### src/rtl/program_flow_unit_pkg.sv
// rtl/program_flow_unit_pkg.sv - shared defaults, PC source encoding and helpers for the program flow unit
package program_flow_unit_pkg;

  localparam int DEF_PC_WIDTH       = 8;
  localparam int DEF_STACK_DEPTH    = 16;
  localparam int DEF_FLAG_WIDTH     = 4;
  localparam int DEF_NUM_IRQ        = 4;
  localparam int DEF_RST_VECTOR     = 0;
  localparam int DEF_INT_VEC_BASE   = 1;
  localparam int DEF_INT_VEC_STRIDE = 2;

  // Where the next PC comes from, in decreasing priority order
  typedef enum logic [2:0] {
    PC_HOLD,
    PC_RST,
    PC_VEC,
    PC_DBG,
    PC_JUMP,
    PC_RET,
    PC_INC
  } pc_src_e;

  // Channel index width; a single channel still gets a 1-bit id
  function automatic int id_width(input int n);
    return (n > 1) ? $clog2(n) : 1;
  endfunction

  // Untruncated vector address of channel n; caller truncates to PC width
  function automatic int vec_addr(input int base, input int stride, input int n);
    return base + n * stride;
  endfunction

endpackage

### src/rtl/program_flow_unit_if.sv
// rtl/program_flow_unit_if.sv - controller-side bus of the program flow unit
interface program_flow_unit_if
  import program_flow_unit_pkg::*;
#(
  parameter int PC_WIDTH    = DEF_PC_WIDTH,
  parameter int STACK_DEPTH = DEF_STACK_DEPTH,
  parameter int FLAG_WIDTH  = DEF_FLAG_WIDTH,
  parameter int NUM_IRQ     = DEF_NUM_IRQ
);
  localparam int IDW = id_width(NUM_IRQ);
  localparam int EW  = PC_WIDTH + FLAG_WIDTH + 2;
  localparam int LW  = $clog2(STACK_DEPTH) + 1;

  logic                  initialize;
  logic                  fetch;
  logic                  ex_jump;
  logic                  ex_call;
  logic                  ex_ret_sub;
  logic                  ex_ret_int;
  logic                  int_poll;
  logic                  ie_set;
  logic                  ie_clr;
  logic [PC_WIDTH-1:0]   jump_addr;
  logic [NUM_IRQ-1:0]    irq;
  logic [NUM_IRQ-1:0]    irq_mask;
  logic [FLAG_WIDTH-1:0] flags_in;
  logic [FLAG_WIDTH-1:0] flags_out;
  logic                  flags_wr;
  logic                  dbg_is_brk;
  logic                  dbg_pc_wr;
  logic [PC_WIDTH-1:0]   dbg_data_in;
  logic                  dbg_clr_err;
  logic [PC_WIDTH-1:0]   pc;
  logic                  int_take;
  logic [IDW-1:0]        int_id;
  logic                  flag_ie;
  logic                  flag_if;
  logic [EW-1:0]         stack_top;
  logic [LW-1:0]         stack_level;
  logic                  stack_ovf;
  logic                  stack_unf;

  modport master (
    output initialize, fetch, ex_jump, ex_call, ex_ret_sub, ex_ret_int, int_poll,
           ie_set, ie_clr, jump_addr, irq, irq_mask, flags_in,
           dbg_is_brk, dbg_pc_wr, dbg_data_in, dbg_clr_err,
    input  flags_out, flags_wr, pc, int_take, int_id, flag_ie, flag_if,
           stack_top, stack_level, stack_ovf, stack_unf
  );

  modport slave (
    input  initialize, fetch, ex_jump, ex_call, ex_ret_sub, ex_ret_int, int_poll,
           ie_set, ie_clr, jump_addr, irq, irq_mask, flags_in,
           dbg_is_brk, dbg_pc_wr, dbg_data_in, dbg_clr_err,
    output flags_out, flags_wr, pc, int_take, int_id, flag_ie, flag_if,
           stack_top, stack_level, stack_ovf, stack_unf
  );

endinterface

### src/rtl/program_flow_unit_flow_stack.sv
// rtl/program_flow_unit_flow_stack.sv - bounded LIFO that silently ignores push-when-full and pop-when-empty
module program_flow_unit_flow_stack #(
  parameter int DATA_WIDTH = 14,
  parameter int DEPTH      = 16
) (
  input  logic                    clk,
  input  logic                    rst,
  input  logic                    i_push,
  input  logic                    i_pop,
  input  logic [DATA_WIDTH-1:0]   i_data,
  output logic [DATA_WIDTH-1:0]   o_top,
  output logic [$clog2(DEPTH):0]  o_level,
  output logic                    o_full,
  output logic                    o_empty
);
  localparam int AW = $clog2(DEPTH);
  localparam int LW = AW + 1;

  logic [DATA_WIDTH-1:0] r_mem [DEPTH];
  logic [LW-1:0]         r_level;
  logic [AW-1:0]         w_wr_idx;
  logic [AW-1:0]         w_rd_idx;
  logic                  w_do_push;
  logic                  w_do_pop;

  assign o_full    = (r_level == LW'(DEPTH));
  assign o_empty   = (r_level == '0);
  assign w_do_push = i_push & ~o_full;
  assign w_do_pop  = i_pop & ~o_empty & ~i_push;
  // When full the low bits wrap to 0, so DEPTH-1 still addresses the top entry
  assign w_wr_idx  = r_level[AW-1:0];
  assign w_rd_idx  = r_level[AW-1:0] - AW'(1);
  assign o_top     = o_empty ? '0 : r_mem[w_rd_idx];
  assign o_level   = r_level;

  // Occupancy counter; clear has priority over any stack operation
  always_ff @(posedge clk) begin
    if (rst) begin
      r_level <= '0;
    end else if (w_do_push) begin
      r_level <= r_level + LW'(1);
    end else if (w_do_pop) begin
      r_level <= r_level - LW'(1);
    end
  end

  // Entry storage; contents above the level are don't-care
  always_ff @(posedge clk) begin
    if (!rst && w_do_push) begin
      r_mem[w_wr_idx] <= i_data;
    end
  end

endmodule

### src/rtl/program_flow_unit.sv
// rtl/program_flow_unit.sv - PC, call/interrupt stack, IE/IF flags and vectored interrupt front end
module program_flow_unit
  import program_flow_unit_pkg::*;
#(
  parameter int                 PC_WIDTH       = DEF_PC_WIDTH,
  parameter int                 STACK_DEPTH    = DEF_STACK_DEPTH,
  parameter int                 FLAG_WIDTH     = DEF_FLAG_WIDTH,
  parameter int                 NUM_IRQ        = DEF_NUM_IRQ,
  parameter logic [NUM_IRQ-1:0] IRQ_EDGE       = '0,
  parameter int                 RST_VECTOR     = DEF_RST_VECTOR,
  parameter int                 INT_VEC_BASE   = DEF_INT_VEC_BASE,
  parameter int                 INT_VEC_STRIDE = DEF_INT_VEC_STRIDE
) (
  input logic               clk,
  input logic               rst,
  program_flow_unit_if.slave bus
);
  localparam int IDW       = id_width(NUM_IRQ);
  localparam int EW        = PC_WIDTH + FLAG_WIDTH + 2;
  localparam int LW        = $clog2(STACK_DEPTH) + 1;
  localparam int OFS_FLAGS = PC_WIDTH;
  localparam int OFS_IE    = PC_WIDTH + FLAG_WIDTH;
  localparam int OFS_IF    = OFS_IE + 1;
  localparam logic [PC_WIDTH-1:0] RST_PC = PC_WIDTH'(RST_VECTOR);

  logic [PC_WIDTH-1:0] r_pc;
  logic                r_ie;
  logic                r_if;
  logic                r_ovf;
  logic                r_unf;
  logic [NUM_IRQ-1:0]  r_irq_prev;
  logic [NUM_IRQ-1:0]  r_edge_pend;

  logic                w_reset;
  logic [NUM_IRQ-1:0]  w_pending;
  logic [NUM_IRQ-1:0]  w_req;
  logic [NUM_IRQ-1:0]  w_take_mask;
  logic                w_int_take;
  logic [IDW-1:0]      w_int_id;
  logic [PC_WIDTH-1:0] w_vec;
  pc_src_e             w_src;
  logic [PC_WIDTH-1:0] w_pc_next;
  logic                w_push;
  logic                w_pop;
  logic                w_restore;
  logic                w_ovf_evt;
  logic                w_unf_evt;
  logic                w_ie_next;
  logic                w_if_next;
  logic [EW-1:0]       w_push_data;
  logic [EW-1:0]       w_top;
  logic [LW-1:0]       w_level;
  logic                w_full;
  logic                w_empty;

  assign w_reset     = rst | bus.initialize;
  assign w_pending   = (r_edge_pend & IRQ_EDGE) | (bus.irq & ~IRQ_EDGE);
  assign w_req       = w_pending & bus.irq_mask;
  assign w_int_take  = ~w_reset & bus.int_poll & r_ie & (|w_req) & ~bus.dbg_is_brk;
  assign w_vec       = PC_WIDTH'(vec_addr(INT_VEC_BASE, INT_VEC_STRIDE, int'(w_int_id)));
  assign w_take_mask = w_int_take ? (NUM_IRQ'(1) << w_int_id) : '0;
  assign w_push_data = {r_if, r_ie, bus.flags_in, r_pc};

  // Priority encoder: the lowest-numbered requesting channel wins
  always_comb begin
    w_int_id = '0;
    for (int i = NUM_IRQ - 1; i >= 0; i--) begin
      if (w_req[i]) w_int_id = IDW'(i);
    end
  end

  // Pick exactly one PC action per cycle; lower-priority strobes are dropped whole
  always_comb begin
    w_src     = PC_HOLD;
    w_push    = 1'b0;
    w_pop     = 1'b0;
    w_restore = 1'b0;
    w_unf_evt = 1'b0;
    if (w_reset) begin
      w_src = PC_RST;
    end else if (w_int_take) begin
      w_src  = PC_VEC;
      w_push = 1'b1;
    end else if (bus.dbg_is_brk && bus.dbg_pc_wr) begin
      w_src = PC_DBG;
    end else if (bus.ex_call) begin
      w_src  = PC_JUMP;
      w_push = 1'b1;
    end else if (bus.ex_jump) begin
      w_src = PC_JUMP;
    end else if (bus.ex_ret_int || bus.ex_ret_sub) begin
      if (w_empty) begin
        w_src     = PC_RST;
        w_unf_evt = 1'b1;
      end else begin
        w_src     = PC_RET;
        w_pop     = 1'b1;
        w_restore = bus.ex_ret_int;
      end
    end else if (bus.fetch) begin
      w_src = PC_INC;
    end
    w_ovf_evt = w_push & w_full;
  end

  // Next-PC multiplexer
  always_comb begin
    w_pc_next = r_pc;
    case (w_src)
      PC_RST:  w_pc_next = RST_PC;
      PC_VEC:  w_pc_next = w_vec;
      PC_DBG:  w_pc_next = bus.dbg_data_in;
      PC_JUMP: w_pc_next = bus.jump_addr;
      PC_RET:  w_pc_next = w_top[PC_WIDTH-1:0];
      PC_INC:  w_pc_next = r_pc + PC_WIDTH'(1);
      default: w_pc_next = r_pc;
    endcase
  end

  // IE/IF update: interrupt entry and return override the STI/CLI strobes
  always_comb begin
    w_ie_next = r_ie;
    w_if_next = r_if;
    if (w_int_take) begin
      w_ie_next = 1'b0;
      w_if_next = 1'b1;
    end else if (w_restore) begin
      w_ie_next = w_top[OFS_IE];
      w_if_next = w_top[OFS_IF];
    end else if (bus.ie_clr) begin
      w_ie_next = 1'b0;
    end else if (bus.ie_set) begin
      w_ie_next = 1'b1;
    end
  end

  // Program counter and interrupt flags
  always_ff @(posedge clk) begin
    if (w_reset) begin
      r_pc <= RST_PC;
      r_ie <= 1'b0;
      r_if <= 1'b0;
    end else begin
      r_pc <= w_pc_next;
      r_ie <= w_ie_next;
      r_if <= w_if_next;
    end
  end

  // Edge capture; prev keeps sampling through reset so a held line does not re-fire
  always_ff @(posedge clk) begin
    r_irq_prev <= bus.irq;
    if (w_reset) begin
      r_edge_pend <= '0;
    end else begin
      r_edge_pend <= (r_edge_pend & ~w_take_mask) | (bus.irq & ~r_irq_prev & IRQ_EDGE);
    end
  end

  // Sticky stack errors survive initialize; only rst or the debugger clears them
  always_ff @(posedge clk) begin
    if (rst || bus.dbg_clr_err) begin
      r_ovf <= 1'b0;
      r_unf <= 1'b0;
    end else begin
      r_ovf <= r_ovf | w_ovf_evt;
      r_unf <= r_unf | w_unf_evt;
    end
  end

  program_flow_unit_flow_stack #(
    .DATA_WIDTH (EW),
    .DEPTH      (STACK_DEPTH)
  ) u_stack (
    .clk     (clk),
    .rst     (w_reset),
    .i_push  (w_push),
    .i_pop   (w_pop),
    .i_data  (w_push_data),
    .o_top   (w_top),
    .o_level (w_level),
    .o_full  (w_full),
    .o_empty (w_empty)
  );

  assign bus.pc          = r_pc;
  assign bus.int_take    = w_int_take;
  assign bus.int_id      = w_int_id;
  assign bus.flag_ie     = r_ie;
  assign bus.flag_if     = r_if;
  assign bus.flags_out   = w_top[OFS_FLAGS +: FLAG_WIDTH];
  assign bus.flags_wr    = w_restore;
  assign bus.stack_top   = w_top;
  assign bus.stack_level = w_level;
  assign bus.stack_ovf   = r_ovf;
  assign bus.stack_unf   = r_unf;

endmodule

### src/flat_wrapper.sv
// flat-port wrapper written by rule: the top's interface ports become plain ports
module program_flow_unit_flat import program_flow_unit_pkg::*;
#(
  parameter int                 PC_WIDTH       = DEF_PC_WIDTH,
  parameter int                 STACK_DEPTH    = DEF_STACK_DEPTH,
  parameter int                 FLAG_WIDTH     = DEF_FLAG_WIDTH,
  parameter int                 NUM_IRQ        = DEF_NUM_IRQ,
  parameter logic [NUM_IRQ-1:0] IRQ_EDGE       = '0,
  parameter int                 RST_VECTOR     = DEF_RST_VECTOR,
  parameter int                 INT_VEC_BASE   = DEF_INT_VEC_BASE,
  parameter int                 INT_VEC_STRIDE = DEF_INT_VEC_STRIDE
)
  (clk, rst, bus_initialize, bus_fetch, bus_ex_jump, bus_ex_call, bus_ex_ret_sub, bus_ex_ret_int, bus_int_poll, bus_ie_set, bus_ie_clr, bus_jump_addr, bus_irq, bus_irq_mask, bus_flags_in, bus_dbg_is_brk, bus_dbg_pc_wr, bus_dbg_data_in, bus_dbg_clr_err, bus_flags_out, bus_flags_wr, bus_pc, bus_int_take, bus_int_id, bus_flag_ie, bus_flag_if, bus_stack_top, bus_stack_level, bus_stack_ovf, bus_stack_unf);
  program_flow_unit_if #(.PC_WIDTH(PC_WIDTH), .STACK_DEPTH(STACK_DEPTH), .FLAG_WIDTH(FLAG_WIDTH), .NUM_IRQ(NUM_IRQ)) bus_i ();
  input logic clk;
  input logic rst;
  input wire logic [$bits(bus_i.initialize)-1:0] bus_initialize;
  input wire logic [$bits(bus_i.fetch)-1:0] bus_fetch;
  input wire logic [$bits(bus_i.ex_jump)-1:0] bus_ex_jump;
  input wire logic [$bits(bus_i.ex_call)-1:0] bus_ex_call;
  input wire logic [$bits(bus_i.ex_ret_sub)-1:0] bus_ex_ret_sub;
  input wire logic [$bits(bus_i.ex_ret_int)-1:0] bus_ex_ret_int;
  input wire logic [$bits(bus_i.int_poll)-1:0] bus_int_poll;
  input wire logic [$bits(bus_i.ie_set)-1:0] bus_ie_set;
  input wire logic [$bits(bus_i.ie_clr)-1:0] bus_ie_clr;
  input wire logic [$bits(bus_i.jump_addr)-1:0] bus_jump_addr;
  input wire logic [$bits(bus_i.irq)-1:0] bus_irq;
  input wire logic [$bits(bus_i.irq_mask)-1:0] bus_irq_mask;
  input wire logic [$bits(bus_i.flags_in)-1:0] bus_flags_in;
  input wire logic [$bits(bus_i.dbg_is_brk)-1:0] bus_dbg_is_brk;
  input wire logic [$bits(bus_i.dbg_pc_wr)-1:0] bus_dbg_pc_wr;
  input wire logic [$bits(bus_i.dbg_data_in)-1:0] bus_dbg_data_in;
  input wire logic [$bits(bus_i.dbg_clr_err)-1:0] bus_dbg_clr_err;
  output wire logic [$bits(bus_i.flags_out)-1:0] bus_flags_out;
  output wire logic [$bits(bus_i.flags_wr)-1:0] bus_flags_wr;
  output wire logic [$bits(bus_i.pc)-1:0] bus_pc;
  output wire logic [$bits(bus_i.int_take)-1:0] bus_int_take;
  output wire logic [$bits(bus_i.int_id)-1:0] bus_int_id;
  output wire logic [$bits(bus_i.flag_ie)-1:0] bus_flag_ie;
  output wire logic [$bits(bus_i.flag_if)-1:0] bus_flag_if;
  output wire logic [$bits(bus_i.stack_top)-1:0] bus_stack_top;
  output wire logic [$bits(bus_i.stack_level)-1:0] bus_stack_level;
  output wire logic [$bits(bus_i.stack_ovf)-1:0] bus_stack_ovf;
  output wire logic [$bits(bus_i.stack_unf)-1:0] bus_stack_unf;
  assign bus_i.initialize = bus_initialize;
  assign bus_i.fetch = bus_fetch;
  assign bus_i.ex_jump = bus_ex_jump;
  assign bus_i.ex_call = bus_ex_call;
  assign bus_i.ex_ret_sub = bus_ex_ret_sub;
  assign bus_i.ex_ret_int = bus_ex_ret_int;
  assign bus_i.int_poll = bus_int_poll;
  assign bus_i.ie_set = bus_ie_set;
  assign bus_i.ie_clr = bus_ie_clr;
  assign bus_i.jump_addr = bus_jump_addr;
  assign bus_i.irq = bus_irq;
  assign bus_i.irq_mask = bus_irq_mask;
  assign bus_i.flags_in = bus_flags_in;
  assign bus_i.dbg_is_brk = bus_dbg_is_brk;
  assign bus_i.dbg_pc_wr = bus_dbg_pc_wr;
  assign bus_i.dbg_data_in = bus_dbg_data_in;
  assign bus_i.dbg_clr_err = bus_dbg_clr_err;
  assign bus_flags_out = bus_i.flags_out;
  assign bus_flags_wr = bus_i.flags_wr;
  assign bus_pc = bus_i.pc;
  assign bus_int_take = bus_i.int_take;
  assign bus_int_id = bus_i.int_id;
  assign bus_flag_ie = bus_i.flag_ie;
  assign bus_flag_if = bus_i.flag_if;
  assign bus_stack_top = bus_i.stack_top;
  assign bus_stack_level = bus_i.stack_level;
  assign bus_stack_ovf = bus_i.stack_ovf;
  assign bus_stack_unf = bus_i.stack_unf;
  program_flow_unit #(.PC_WIDTH(PC_WIDTH), .STACK_DEPTH(STACK_DEPTH), .FLAG_WIDTH(FLAG_WIDTH), .NUM_IRQ(NUM_IRQ), .IRQ_EDGE(IRQ_EDGE), .RST_VECTOR(RST_VECTOR), .INT_VEC_BASE(INT_VEC_BASE), .INT_VEC_STRIDE(INT_VEC_STRIDE)) u_core (.clk(clk), .rst(rst), .bus(bus_i));
endmodule
### config.mk
export PLATFORM = sky130hd
export DESIGN_NAME = program_flow_unit_flat
export DESIGN_NICKNAME = d
export VERILOG_FILES = /design/src/rtl/program_flow_unit_pkg.sv /design/src/rtl/program_flow_unit_if.sv /design/src/rtl/program_flow_unit_flow_stack.sv /design/src/rtl/program_flow_unit.sv /design/src/flat_wrapper.sv
export SDC_FILE = /design/constraint.sdc
export NUM_CORES = 1
export LEC_CHECK = 0
export CORE_MARGIN = 10
export CORE_UTILIZATION = 53
export DETAILED_ROUTE_END_ITERATION = 6
export MAX_ROUTING_LAYER = met4
export PLACE_DENSITY = 0.76
export REMOVE_ABC_BUFFERS = 1
export SYNTH_ARGS = -nofsm -noshare
export SYNTH_HDL_FRONTEND = slang
export SYNTH_SLANG_ARGS = --single-unit
### constraint.sdc
create_clock -name clk -period 3.4 [get_ports clk]
set_input_delay 0.34 -clock clk [delete_from_list [all_inputs] [get_ports clk]]
set_output_delay 0.34 -clock clk [all_outputs]
set_load 0.03 [all_outputs]
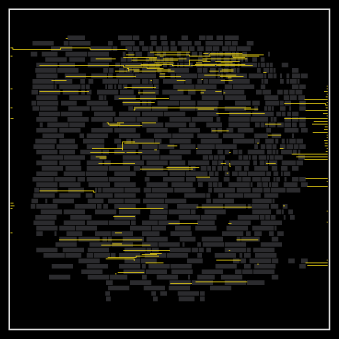
(images/layer_met3.png)
Scale: 2 px per um.
The layer carries 1580 um of wire. The longest straight run is 58.2 um. The wires run mostly horizontal. The layer holds 6.5% of the routed length. 106 nets have wire on it.

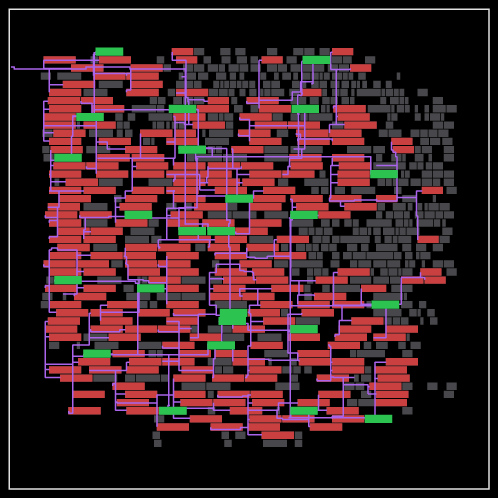
(images/clk_routes.png)
Scale: 3 px per um.
flip-flops: drawn in red, count 241. clock drivers: drawn in green, count 24. clock wires: drawn in purple, length 2580 um.
There are 25 routed clock nets.

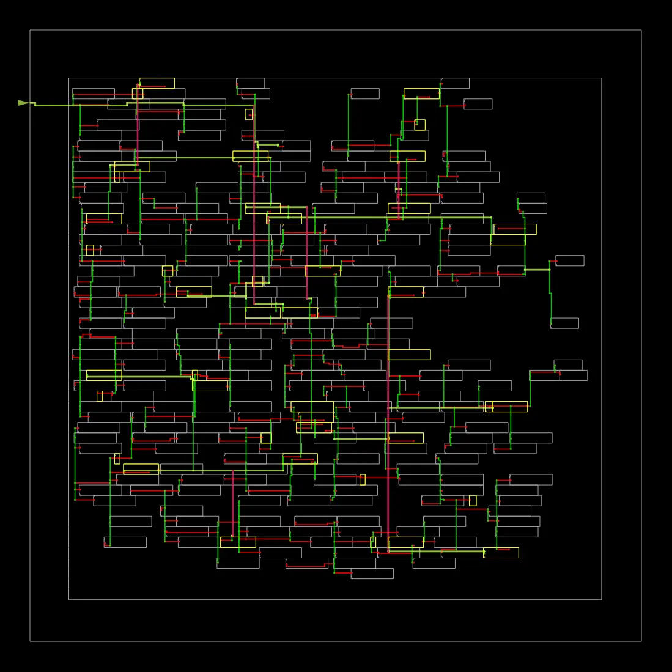
(images/clocks.png)
reported clock group power: 2.73 mW
final setup skew: 5.88 ps
clk_lat worst skew: 510 ps

==> flow_summary.toml <==
# implementation run metrics
[routing]
routed_via_density = 6.17

[cells_and_area]
design.final.nets = 746
bufAreaShareNonClock = 0.0912
clock_cell_area_share = 0.0661
buffers_excl_clock = 124
fin_cells = 972
seqAreaFraction = 0.566
final.clkbuf_count = 27
diodes = 0
area.combinational_um2 = 3100
top_register_by_number_of_flip_flops = "u_core.u_stack.r_mem"

[worst_setup_path]
critPathCapture = "bus_stack_top[1]"
crit_path_leading_delay_family = "buffers and inverters"
worst_setup_path_end_kind = "output pin"
arrival_ps = 2940
cp_launch_type = "flip-flop"
timing.reg2reg.worst_path_depth = 10
crit_start = "u_core.u_stack.o_level[0]"
r2r_setup_slack_ps = 430
timing.critical_path.depth = 7
regToRegEndpoint = "u_core.u_stack.o_level[4]"
critical_path_required_ps = 3060
critical_path_peak_fanout = 15

[min_path]
holdPathStages = 2
timing.hold.worst_endpoint = "u_core.bus.stack_unf"

[pwr]
p_int_mw = 5.35
vdd_drop_max_v = 0.000535
power.sequential.total_mw = 3.30

[die]
dieHeight_um = 159
floorplan.rows = 50

[placement]
placement.setup.worst_slack_ps = 246
hpwl_um = 15300

[job]
tool_warnings = 29

[outcome]
status = "complete, no violations"

[global_route]
grt_first_pass_wirelength_um = 37300
global_route.usage.total = 0.191
grt_max_degree = 36

[sta]
timing_hold_violations_final = 0
fin_hold_ws_ps = 423
max_freq_mhz = 305
fin_ws_ps = 125
finalSetupViolCount = 0
worst_pin_slew_ps = 781

[synth]
top_cells_by_area = "edfxtp_1 (65%), mux4_2 (11%), dfxtp_1 (3.3%)"
yosys.cell_types.count = 63
netlist_instances = 573
synth_area_leader_cell = "edfxtp_1"

[clock_network]
clock_sinks = 241
max-clock-path-buffers = 3
tritoncts = "yes"
==> timing repair <==
item / 4_1_cts / 5_1_grt
resized: 6 / 7
buffers inserted: 1 / 2
setup endpoints to repair: 18 / 13
pin swaps: 0 / 0
==> cells in the final DEF (no fill, tap or decap), types with 9 or more instances in the layout <==
cell / Yosys / routed
clkbuf_16: 0 / 25
and3_1: 13 / 13
mux4_2: 49 / 49
a211oi_1: 18 / 18
nor2_1: 14 / 14
and2_1: 16 / 16
mux2i_1: 30 / 29
nand2_1: 16 / 16
nand3_1: 9 / 9
dfxtp_1: 17 / 15
clkdlybuf4s50_1: 0 / 65
a21oi_1: 9 / 9
edfxtp_1: 224 / 224
nand3b_1: 9 / 9
buf_4: 7 / 54
Power is estimated from default activity; no workload was simulated.
